run_1/closeup.png
Region (87, 87) to (112, 112) um. Cells in gray, sequential cells in the stronger gray; small squares are vias.
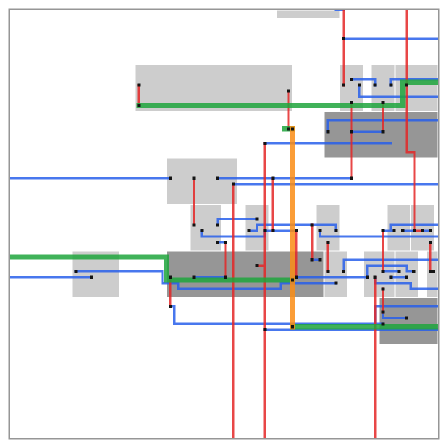
run_1/clock_wires.png
(3 px per um)
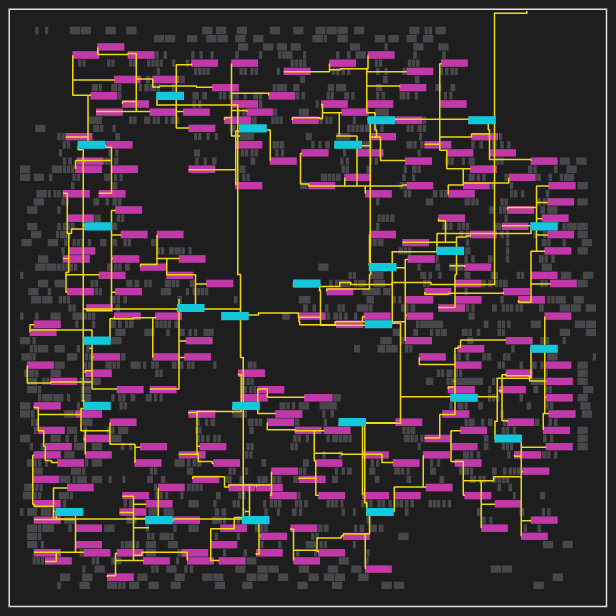
run_1/clock_nets.png
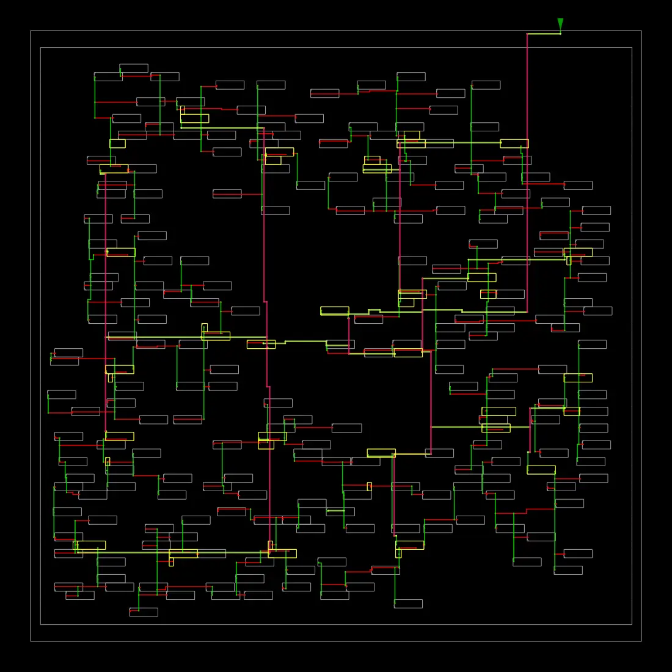
**src/rtl/ahb_lite_pkg.sv**
```systemverilog
// Shared AHB-Lite encodings and the command record used by the bus master and the
// peripheral slave wrappers.
package ahb_lite_pkg;

  localparam logic [1:0] HTRANS_IDLE   = 2'b00;
  localparam logic [1:0] HTRANS_NONSEQ = 2'b10;

  localparam logic [1:0] HRESP_OKAY  = 2'b00;
  localparam logic [1:0] HRESP_ERROR = 2'b01;

  localparam logic [2:0] HSIZE_BYTE = 3'b000;
  localparam logic [2:0] HSIZE_HALF = 3'b001;
  localparam logic [2:0] HSIZE_WORD = 3'b010;

  localparam logic [2:0] HBURST_SINGLE = 3'b000;

  typedef struct packed {
    logic [31:0] addr;
    logic        write;
    logic [31:0] wdata;
    logic [2:0]  size;
  } ahb_cmd_t;

endpackage

```
**src/rtl/ahb_lite_cmd_master.sv**
```systemverilog
// Single-transfer AHB-Lite master: turns a valid/ready command stream into pipelined
// NONSEQ/SINGLE transfers and returns exactly one in-order response per command.
module ahb_lite_cmd_master
  import ahb_lite_pkg::*;
#(
  parameter logic [3:0] HPROT_VAL = 4'b0011,
  parameter logic [2:0] SIZE_MAX  = HSIZE_WORD
) (
  input  logic        HCLK,
  input  logic        HRESETn,
  input  logic        cmd_valid,
  output logic        cmd_ready,
  input  logic [31:0] cmd_addr,
  input  logic        cmd_write,
  input  logic [31:0] cmd_wdata,
  input  logic [2:0]  cmd_size,
  output logic        rsp_valid,
  output logic [31:0] rsp_rdata,
  output logic        rsp_err,
  output logic [31:0] haddr,
  output logic [1:0]  htrans,
  output logic        hwrite,
  output logic [2:0]  hsize,
  output logic [2:0]  hburst,
  output logic [3:0]  hprot,
  output logic        hmastlock,
  output logic [31:0] hwdata,
  input  logic        hready,
  input  logic [31:0] hrdata,
  input  logic [1:0]  hresp
);

  ahb_cmd_t    r_ap;
  ahb_cmd_t    r_retry;
  logic        r_ap_valid;
  logic        r_dp_valid;
  logic        r_dp_write;
  logic        r_dp_rej;
  logic        r_retry_valid;
  logic        r_err_hold;
  logic [31:0] r_hwdata;
  logic        r_rsp_valid;
  logic [31:0] r_rsp_rdata;
  logic        r_rsp_err;

  logic w_ap_rej;
  logic w_ap_move;
  logic w_dp_done;
  logic w_dp_fail;
  logic w_err_first;
  logic w_retry_go;
  logic w_accept;

  // Oversized commands ride the pipeline as bubbles so their response stays in order.
  assign w_ap_rej    = r_ap.size > SIZE_MAX;
  assign w_ap_move   = r_ap_valid && hready;
  assign w_dp_done   = r_dp_valid && hready;
  assign w_dp_fail   = r_dp_rej || (hresp != HRESP_OKAY);
  assign w_err_first = r_dp_valid && !r_dp_rej && !hready && (hresp != HRESP_OKAY) &&
                       !r_err_hold;
  assign w_retry_go  = r_retry_valid && !r_err_hold && (!r_ap_valid || hready);
  assign cmd_ready   = !r_err_hold && !r_retry_valid && (!r_ap_valid || hready);
  assign w_accept    = cmd_valid && cmd_ready;

  always_ff @(posedge HCLK or posedge HRESETn) begin
    if (HRESETn) begin
      r_ap          <= '{addr: '0, write: 1'b0, wdata: '0, size: HSIZE_WORD};
      r_retry       <= '0;
      r_ap_valid    <= 1'b0;
      r_dp_valid    <= 1'b0;
      r_dp_write    <= 1'b0;
      r_dp_rej      <= 1'b0;
      r_retry_valid <= 1'b0;
      r_err_hold    <= 1'b0;
      r_hwdata      <= '0;
      r_rsp_valid   <= 1'b0;
      r_rsp_rdata   <= '0;
      r_rsp_err     <= 1'b0;
    end else begin
      r_rsp_valid <= w_dp_done;
      r_rsp_err   <= w_dp_done && w_dp_fail;
      r_rsp_rdata <= (w_dp_done && !w_dp_fail && !r_dp_write) ? hrdata : '0;

      if (w_ap_move) begin
        r_dp_valid <= 1'b1;
        r_dp_write <= r_ap.write;
        r_dp_rej   <= w_ap_rej;
        if (r_ap.write && !w_ap_rej) begin
          r_hwdata <= r_ap.wdata;
        end
      end else if (w_dp_done) begin
        r_dp_valid <= 1'b0;
      end

      if (w_err_first) begin
        r_err_hold <= 1'b1;
      end else if (w_dp_done) begin
        r_err_hold <= 1'b0;
      end

      // First ERROR cycle cancels the overlapped address phase into the retry buffer.
      if (w_err_first && r_ap_valid) begin
        r_retry       <= r_ap;
        r_retry_valid <= 1'b1;
        r_ap_valid    <= 1'b0;
      end else if (w_retry_go) begin
        r_ap          <= r_retry;
        r_ap_valid    <= 1'b1;
        r_retry_valid <= 1'b0;
      end else if (w_accept) begin
        r_ap       <= '{addr: cmd_addr, write: cmd_write, wdata: cmd_wdata, size: cmd_size};
        r_ap_valid <= 1'b1;
      end else if (w_ap_move) begin
        r_ap_valid <= 1'b0;
      end
    end
  end

  assign htrans    = (r_ap_valid && !w_ap_rej) ? HTRANS_NONSEQ : HTRANS_IDLE;
  assign haddr     = r_ap.addr;
  assign hwrite    = r_ap.write;
  assign hsize     = r_ap.size;
  assign hwdata    = r_hwdata;
  assign hburst    = HBURST_SINGLE;
  assign hprot     = HPROT_VAL;
  assign hmastlock = 1'b0;
  assign rsp_valid = r_rsp_valid;
  assign rsp_rdata = r_rsp_rdata;
  assign rsp_err   = r_rsp_err;

endmodule

```
**config.mk**
```make
export PLATFORM = sky130hd
export DESIGN_NAME = ahb_lite_cmd_master
export DESIGN_NICKNAME = d
export VERILOG_FILES = /design/src/rtl/ahb_lite_pkg.sv /design/src/rtl/ahb_lite_cmd_master.sv
export SDC_FILE = /design/constraint.sdc
export NUM_CORES = 1
export LEC_CHECK = 0
export ABC_AREA = 1
export CAP_MARGIN = 25
export CELL_PAD_IN_SITES_DETAIL_PLACEMENT = 0
export CELL_PAD_IN_SITES_GLOBAL_PLACEMENT = 2
export CORE_MARGIN = 3
export CORE_UTILIZATION = 25
export CTS_CLUSTER_DIAMETER = 200
export DETAILED_ROUTE_END_ITERATION = 10
export PLACE_DENSITY = 0.73
export SYNTH_ARGS = -nofsm -noshare
export SYNTH_HDL_FRONTEND = slang
export SYNTH_SLANG_ARGS = --single-unit
```
**constraint.sdc**
```tcl
create_clock -name HCLK -period 8.6 [get_ports HCLK]
set_input_delay 2.58 -clock HCLK [delete_from_list [all_inputs] [get_ports HCLK]]
set_output_delay 2.58 -clock HCLK [all_outputs]
set_load 0.05 [all_outputs]
```
==> Slide: Implementation Results, run 1 <==
Flow Results at a Glance

Flow run
  • MaxCap Viol Count: 0

Critical path
  • Cell family with most CP delay: buffers and inverters
  • Reg-to-reg startpoint: r_ap_valid$_DFFE_PP0P_
  • Capture point of the worst reg-to-reg path: r_ap[6]$_DFFE_PP0P_
  • Crit-path max cell delay: 0.88 ns
  • CP Max Fanout: 3
  • Critical path data arrival time: 4.42 ns
  • Number of cells traversed by the worst register-to-register path: 8

Pwr
  • Seq. pwr: 979 uW
  • Pwr per Cell Area: 172.7 nW/um^2
  • Max power group: clock
  • Net switching power figure: 458.1 uW
  • Worst ir drop on vdd: 0.0001300 V
  • Net switching share of the total power: 21.62%

Final layout
  • NumNets Final: 1,386
  • Largest cell class: registers
  • Utilization after layout: 34.00%
  • Non-clock buffer count: 221
  • Post-Layout Inst Area: 12,270 um^2
  • Final-layout non-clock buffer area share: 17.79%
  • Combinational cell area excluding buffers and inverters: 3334 um^2

Final timing
  • Shortest period the worst path allows: 7.003 ns
  • Number of setup violations in the final report: 0
  • Final worst setup slack: 1.597 ns
  • Max-slew headroom: 35.54%

Synth
  • Mux frac, synth: 0%
  • Top cells by area, synth: sky130_fd_sc_hd__dfrtp_1 (56%), sky130_fd_sc_hd__nand2_1 (22%), sky130_fd_sc_hd__nand3_1 (5.5%)
  • Synth Seq Share: 56.14%
  • Xor and xnor area share after synthesis: 0%
  • Number of standard cells reported by yosys: 1,145

Run status
  • Run status: complete, no violations

Placement
  • Weighted congestion reported at the end of routability-driven placement: 0.6847
  • Number of cells in the design after placement: 1,714

Clock tree
  • H-tree Lvls: 1
  • Number of sinks driven by the clock tree: 208
  • Register clock-pin slew on the reported worst setup and hold paths: 0.06 ns
  • Post-CTS Setup Repair Bufs: 0

Drt
  • Sum of routed wire length over all layers: 28.87 mm
  • Post-DR wirelength/cell: 16.42 um
  • Iter 0 DRT Violations: 475

Floorplanning
  • Die span in y: 198.6 um
  • Number of cell rows: 69

Global route
  • Met3 Usage GRT: 3.692%
-- closeup.png (at the start) --
- M4: orange
- M3: green
- M1: blue
- M2: red
- cells with their middle in the window: 16
- sequential cells in the window: 2
- netlist names of flops here include: `r_dp_valid` (1), `r_dp_write` (1)
- most frequent: nand2_1 (6)

-- clock_wires.png (at the start) --
- clock wires: yellow (length 3,250 um)
- flip-flops: magenta (count 208)
- clock-net drivers: cyan (count 25)
- routed clock nets: 26

-- clock_nets.png (at the start) --
worst-skew pair later-pin latency: 0.51 ns
sequential cells: 208
Fin Clk Skew: 0.006525 ns
total of clock buffers placed in the layout: 41
power drawn by the clock network: 1040 uW

==> run 2: changes to the inputs <==
- clock period: 8.6 -> 5.75 ns (I/O delays scaled with it)
==> run 2 against run 1 <==
Net effect:
- the run now fails in 6_report
- area after synthesis unchanged
- wire length grew 0.39%
- synthesized cell count is the same
==> Slide: Implementation Results, run 2 <==
Physical Implementation Snapshot

Synth
  • Post-synth EDFFs: 0
  • Area leader, netlist: sky130_fd_sc_hd__dfrtp_1
  • Summed instance area of the synthesized netlist: 9274 um^2
  • Warnings, synthesis: 0
  • Number of standard cells reported by yosys: 1,145
  • Post-Synth Simple-Gate Area: 34.65%
  • Aoi/oai-family share of the synthesized area: 0.3508%
  • Flops & latches, synth: 208
  • Dominant synthesized flop cell: sky130_fd_sc_hd__dfrtp_1
  • Cell count after synthesis: 1,145
  • Synth Seq Share: 56.14%
  • Xor and xnor area share after synthesis: 0%
  • Mux frac, synth: 0%
  • Mean cell area of the mapped netlist: 8.099 um^2
  • Top cells by count, synth: sky130_fd_sc_hd__nand2_1 (555), sky130_fd_sc_hd__dfrtp_1 (207), sky130_fd_sc_hd__nand3_1 (101), sky130_fd_sc_hd__nand4_1 (68), sky130_fd_sc_hd__buf_4 (49)
  • Share of the synthesized area in the top cell type: 55.86%
  • Largest logic family: simple AND/OR/NAND/NOR gates
  • Top-count cell post-synth: sky130_fd_sc_hd__nand2_1
  • Top cells by area, synth: sky130_fd_sc_hd__dfrtp_1 (56%), sky130_fd_sc_hd__nand2_1 (22%), sky130_fd_sc_hd__nand3_1 (5.5%)
  • Share of flip-flops with an asynchronous set or reset after synthesis: 100.0%
  • Count of distinct cell types in the synthesized netlist: 22
  • Yosys adder share: 0%
  • Post-synth area from yosys stat: 9274 um^2

Global route
  • Met2 capacity usage during global routing: 23.90%
  • Vias in the first global route: 8,146
  • Remaining global-route overflow: 0
  • Most Crowded Layer GR: met2
  • Initial antenna violation count: 1
  • Met1 demand-to-capacity share in global routing: 21.11%
  • Largest net degree at the start of global routing: 105
  • First-pass GRT wire length: 47.41 mm
  • Overall global routing resource usage: 15.05%
  • Met3 Usage GRT: 3.489%

Floorplanning
  • Die span in y: 198.6 um
  • Starting density of the core: 25.70%
  • Number of cell rows: 69
  • Total I/O pin count: 219
  • Die width: 198.6 um

Clock tree
  • Total CTS buffers: 26
  • Post-CTS Setup Repair Bufs: 0
  • CTS resizes: 0
  • Number of buffers on the longest clock path: 3
  • Cell at the root of the clock tree: sky130_fd_sc_hd__clkbuf_16
  • H-tree Lvls: 1
  • Number of sinks driven by the clock tree: 208
  • Hold-fix buffers at CTS: 0

Drt
  • Iter 0 DRT Violations: 464
  • Total via count after detailed routing: 7,763
  • Iteration count of the initial detailed-routing pass: 5
  • Total met3 wirelength after detailed routing: 1.847 mm
  • Sum of routed wire length over all layers: 28.99 mm
  • M1 wire length: 13.57 mm
  • Top routing layer in use: met5
  • Detailed route wirelength on metal2: 12.96 mm
  • Remaining number of nets flagged by the antenna check after routing: 0

Placement
  • HPWL reported at the end of detailed placement: 16.64 mm
  • Minimum setup slack after placement: 0.9192 ns
  • Number of cells in the design after placement: 1,716
  • Port Buffer Count: 209
  • Weighted congestion reported at the end of routability-driven placement: 0.7089
  • Instance area at placement: 11,500 um^2

Run status
  • Failing step: 6_report
  • Halt Reason: [ERROR RCX-0544] Connection and drawing faults: 3, in 1 nets (warnings RCX-0540 to RCX-0555, RCX-0564 and RCX-0565). The parasitics of these nets may be wrong, so none...
  • Run status: aborted with a tool error
==> run 3: changes to the inputs <==
- CELL_PAD_IN_SITES_DETAIL_PLACEMENT: 0 -> unset
- CELL_PAD_IN_SITES_GLOBAL_PLACEMENT: 2 -> unset
- CORE_UTILIZATION: 25 -> 20
- CTS_CLUSTER_DIAMETER: 200 -> unset
- PLACE_DENSITY: 0.73 -> unset
- PLACE_DENSITY_LB_ADDON: unset -> 0.15
- clock period: 5.75 -> 7.5 ns (I/O delays scaled with it)
run_3/util_map.png
(1 px per um) The die is cut into 22 by 22 equal tiles; black is low, pale yellow is high, 0 to 100% covered.
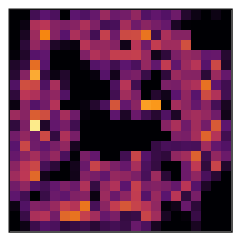
- emptiest ninth of the die: center
- tiles over 75% full: 0.80%
- nearly empty tiles: 22%
- mean over tiles: 24%
- fullest tile: 96%
starting density of the core: 20.35%
CORE AREA: 45,580 um^2
utilization after layout: 27.82%

==> run 3 against run 2 <==
Net effect:
- the flow now finishes without violations
- first-iteration DRC count grew 1.3%
- synthesized cell count is the same
- via count grew 1.1%
- global-route usage shrank 2.4 points
- wire length grew 8.3%
- area after synthesis is the same
- highest routed layer unchanged
==> Slide: Implementation Results, run 3 <==
Flow Results at a Glance

Drt
  • Iter 0 DRT Violations: 470
  • Post-DR wirelength/cell: 16.46 um
  • Remaining number of nets flagged by the antenna check after routing: 0
  • M1 wire length: 14.57 mm
  • Iteration count of the initial detailed-routing pass: 4
  • Total via count after detailed routing: 7,849
  • Total met3 wirelength after detailed routing: 1.696 mm
  • Top routing layer in use: met5

Placement
  • Number of cells in the design after placement: 1,853
  • Minimum setup slack after placement: 1.609 ns
  • HPWL reported at the end of detailed placement: 17.21 mm

Synth
  • Warnings, synthesis: 0
  • Post-Synth Simple-Gate Area: 34.65%
  • Yosys adder share: 0%
  • Top cells by area, synth: sky130_fd_sc_hd__dfrtp_1 (56%), sky130_fd_sc_hd__nand2_1 (22%), sky130_fd_sc_hd__nand3_1 (5.5%)
  • Count of distinct cell types in the synthesized netlist: 22
  • Share of flip-flops with an asynchronous set or reset after synthesis: 100.0%
  • Area leader, netlist: sky130_fd_sc_hd__dfrtp_1
  • Post-synth EDFFs: 0
  • Top-count cell post-synth: sky130_fd_sc_hd__nand2_1
  • Number of standard cells reported by yosys: 1,145
  • Top cells by count, synth: sky130_fd_sc_hd__nand2_1 (555), sky130_fd_sc_hd__dfrtp_1 (207), sky130_fd_sc_hd__nand3_1 (101), sky130_fd_sc_hd__nand4_1 (68), sky130_fd_sc_hd__buf_4 (49)
  • Cell count after synthesis: 1,145
  • Mux frac, synth: 0%
  • Summed instance area of the synthesized netlist: 9274 um^2
  • Aoi/oai-family share of the synthesized area: 0.3508%

Final layout
  • Post-Layout Inst Area: 12,680 um^2
  • Combinational cell area excluding buffers and inverters: 3339 um^2
  • NumNets Final: 1,391
  • Largest cell class: registers

Pwr
  • Worst ir drop on vdd: 0.0001379 V
  • Net switching share of the total power: 22.65%
  • Seq. pwr: 1120 uW
  • Net switching power figure: 592.4 uW

Global route
  • Vias in the first global route: 8,105
  • Largest net degree at the start of global routing: 138
  • Met3 Usage GRT: 3.118%
  • Remaining global-route overflow: 0
  • First-pass GRT wire length: 49.54 mm
  • Most Crowded Layer GR: met2
  • Met2 capacity usage during global routing: 20.82%
  • Initial antenna violation count: 1
  • Met1 demand-to-capacity share in global routing: 16.71%

Critical path
  • CP Max Fanout: 3
  • Capture point of the worst reg-to-reg path: r_ap[8]$_DFFE_PP0P_
  • Crit-path max cell delay: 0.52 ns
  • Reg-to-reg startpoint: r_ap_valid$_DFFE_PP0P_
  • Critical path data arrival time: 3.69 ns
  • Number of cells traversed by the worst register-to-register path: 6

Final timing
  • Shortest period the worst path allows: 5.939 ns
  • Max-slew headroom: 28.32%
  • Final worst setup slack: 1.561 ns
  • Number of setup violations in the final report: 0

Clock tree
  • Hold-fix buffers at CTS: 0
  • Total CTS buffers: 28
  • H-tree Lvls: 1
  • Worst-skew pair later-pin latency: 0.56 ns
  • Number of sinks driven by the clock tree: 208
  • Register clock-pin slew on the reported worst setup and hold paths: 0.06 ns
  • Cell at the root of the clock tree: sky130_fd_sc_hd__clkbuf_16
  • CTS resizes: 0
  • Number of buffers on the longest clock path: 3

Floorplanning
  • Die width: 221.3 um
  • Number of cell rows: 78
  • Total I/O pin count: 219
  • Die span in y: 221.3 um

Flow run
  • MaxCap Viol Count: 0

Run status
  • Run status: complete, no violations
run_3/clock_nets.png
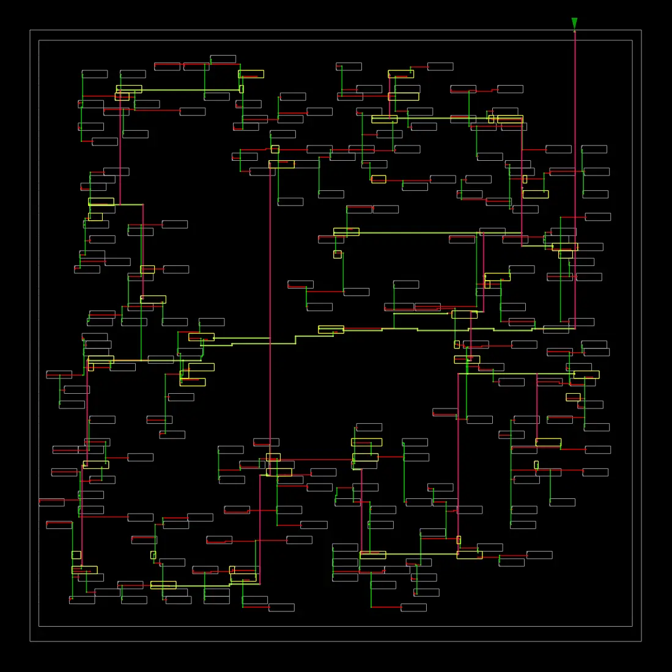
power drawn by the clock network: 1380 uW
total of clock buffers placed in the layout: 40
Fin Clk Skew: 0.01216 ns

==> run 4: changes to the inputs <==
- clock period: 7.5 -> 5.59 ns (I/O delays scaled with it)
==> run 4 against run 3 <==
Net effect:
- sequential power increased by 35%
- synthesized cell count did not move
- sequential share of layout area increased by 0.22 points
- non-clock buffer count grew 4
- final area is 0.53% lower
- die area stayed put
- hold slack barely moved
- combinational power increased by about 40%
- first-iteration DRC count shrank 14%
- critical path depth did not move
- wire length grew 0.95%
- setup slack lost 0.72 ns
- critical path type unchanged
- largest power group unchanged
==> Slide: Implementation Results, run 4 <==
Flow Results at a Glance

Synth
  • Aoi/oai-family share of the synthesized area: 0.3508%
  • Top cells by area, synth: sky130_fd_sc_hd__dfrtp_1 (56%), sky130_fd_sc_hd__nand2_1 (22%), sky130_fd_sc_hd__nand3_1 (5.5%)
  • Dominant synthesized flop cell: sky130_fd_sc_hd__dfrtp_1
  • Largest logic family: simple AND/OR/NAND/NOR gates
  • Count of distinct cell types in the synthesized netlist: 22
  • Share of flip-flops with an asynchronous set or reset after synthesis: 100.0%
  • Summed instance area of the synthesized netlist: 9274 um^2
  • Share of the synthesized area in the top cell type: 55.86%
  • Cell count after synthesis: 1,145
  • Post-synth area from yosys stat: 9274 um^2
  • Top cells by count, synth: sky130_fd_sc_hd__nand2_1 (555), sky130_fd_sc_hd__dfrtp_1 (207), sky130_fd_sc_hd__nand3_1 (101), sky130_fd_sc_hd__nand4_1 (68), sky130_fd_sc_hd__buf_4 (49)
  • Xor and xnor area share after synthesis: 0%
  • Mean cell area of the mapped netlist: 8.099 um^2
  • Post-Synth Simple-Gate Area: 34.65%
  • Warnings, synthesis: 0
  • Mux frac, synth: 0%
  • Flops & latches, synth: 208
  • Post-synth EDFFs: 0
  • Synth Seq Share: 56.14%

Pwr
  • Seq. pwr: 1510 uW
  • Share of power burned in combinational logic: 4.7%
  • Max power group: clock
  • Pwr per Cell Area: 266.7 nW/um^2
  • Net switching power figure: 749.6 uW
  • Worst ir drop on vdd: 0.0001464 V
  • Combinational Power: 158 uW
  • Net switching share of the total power: 22.29%

Final layout
  • Final-layout non-clock buffer area share: 18.24%
  • Largest cell class: registers
  • Sequential cells: 208
  • FF+latch area: 5210 um^2
  • NumNets Final: 1,394
  • Total of clock buffers placed in the layout: 46
  • Combinational cell area excluding buffers and inverters: 3339 um^2
  • Non-clock buffer count: 227

Clock tree
  • Hold-fix buffers at CTS: 0
  • Cell at the root of the clock tree: sky130_fd_sc_hd__clkbuf_16
  • Post-CTS Setup Repair Bufs: 0
  • H-tree Lvls: 1
  • Register clock-pin slew on the reported worst setup and hold paths: 0.05 ns
  • CTS resizes: 0
  • Number of sinks driven by the clock tree: 208
  • Number of buffers on the longest clock path: 3

Floorplanning
  • Starting density of the core: 20.35%
  • Die width: 221.3 um
  • Total I/O pin count: 219
  • Die span in y: 221.3 um
  • Number of cell rows: 78
  • CORE AREA: 45,580 um^2

Drt
  • Top routing layer in use: met5
  • Total via count after detailed routing: 7,883
  • Remaining number of nets flagged by the antenna check after routing: 0
  • Iter 0 DRT Violations: 406
  • Post-DR wirelength/cell: 16.61 um
  • Vias per cell: 4.134
  • Total met3 wirelength after detailed routing: 1.896 mm

Critical path
  • Critical path data arrival time: 3.07 ns
  • CP Max Fanout: 3
  • Reg-to-reg startpoint: r_ap_valid$_DFFE_PP0P_
  • Crit-path max cell delay: 0.51 ns
  • Capture point of the worst reg-to-reg path: haddr[25]$_DFFE_PP0P_

Placement
  • Port Buffer Count: 209
  • HPWL reported at the end of detailed placement: 18.23 mm
  • Instance area at placement: 11,760 um^2
  • Weighted congestion reported at the end of routability-driven placement: 0.6701
  • Minimum setup slack after placement: 0.7981 ns

Run status
  • Run status: complete, no violations

Global route
  • Remaining global-route overflow: 0
  • Initial antenna violation count: 1
  • Overall global routing resource usage: 12.68%
  • Met1 demand-to-capacity share in global routing: 17.60%
  • Met3 Usage GRT: 2.839%
  • Most Crowded Layer GR: met2
  • Vias in the first global route: 7,959
  • Met2 capacity usage during global routing: 20.06%

Final timing
  • Final worst setup slack: 0.8442 ns
  • Shortest period the worst path allows: 4.746 ns
  • Number of setup violations in the final report: 0

Flow run
  • MaxCap Viol Count: 0
run_4/class_map.png
(1.5 px per um) Fill, decap, tap and diode cells in gray.
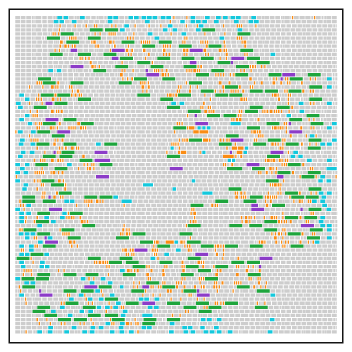
- clock drivers and dummy loads: purple (cells 48)
- remaining buffers and delay cells: cyan (cells 227)
- registers: green (cells 208)
- remaining logic cells: orange (cells 824)
utilization after layout: 27.67%
Post-Layout Inst Area: 12,610 um^2
sequential share of cell area: 41.32%

run_4/clock_wires.png
(2 px per um)
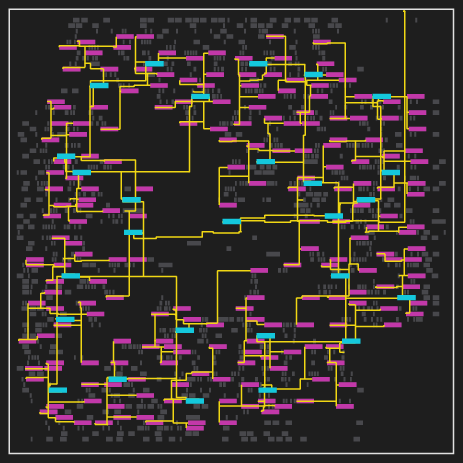
- clock-net drivers: cyan (count 27)
- flip-flops: magenta (count 208)
- clock wires: yellow (length 3,750 um)
- routed clock nets: 28
- flops lie: spread over the die
power drawn by the clock network: 1700 uW
worst-skew pair later-pin latency: 0.54 ns
Fin Clk Skew: 0.01023 ns

Power figures rest on the tool's default switching activity, not on a simulated workload.
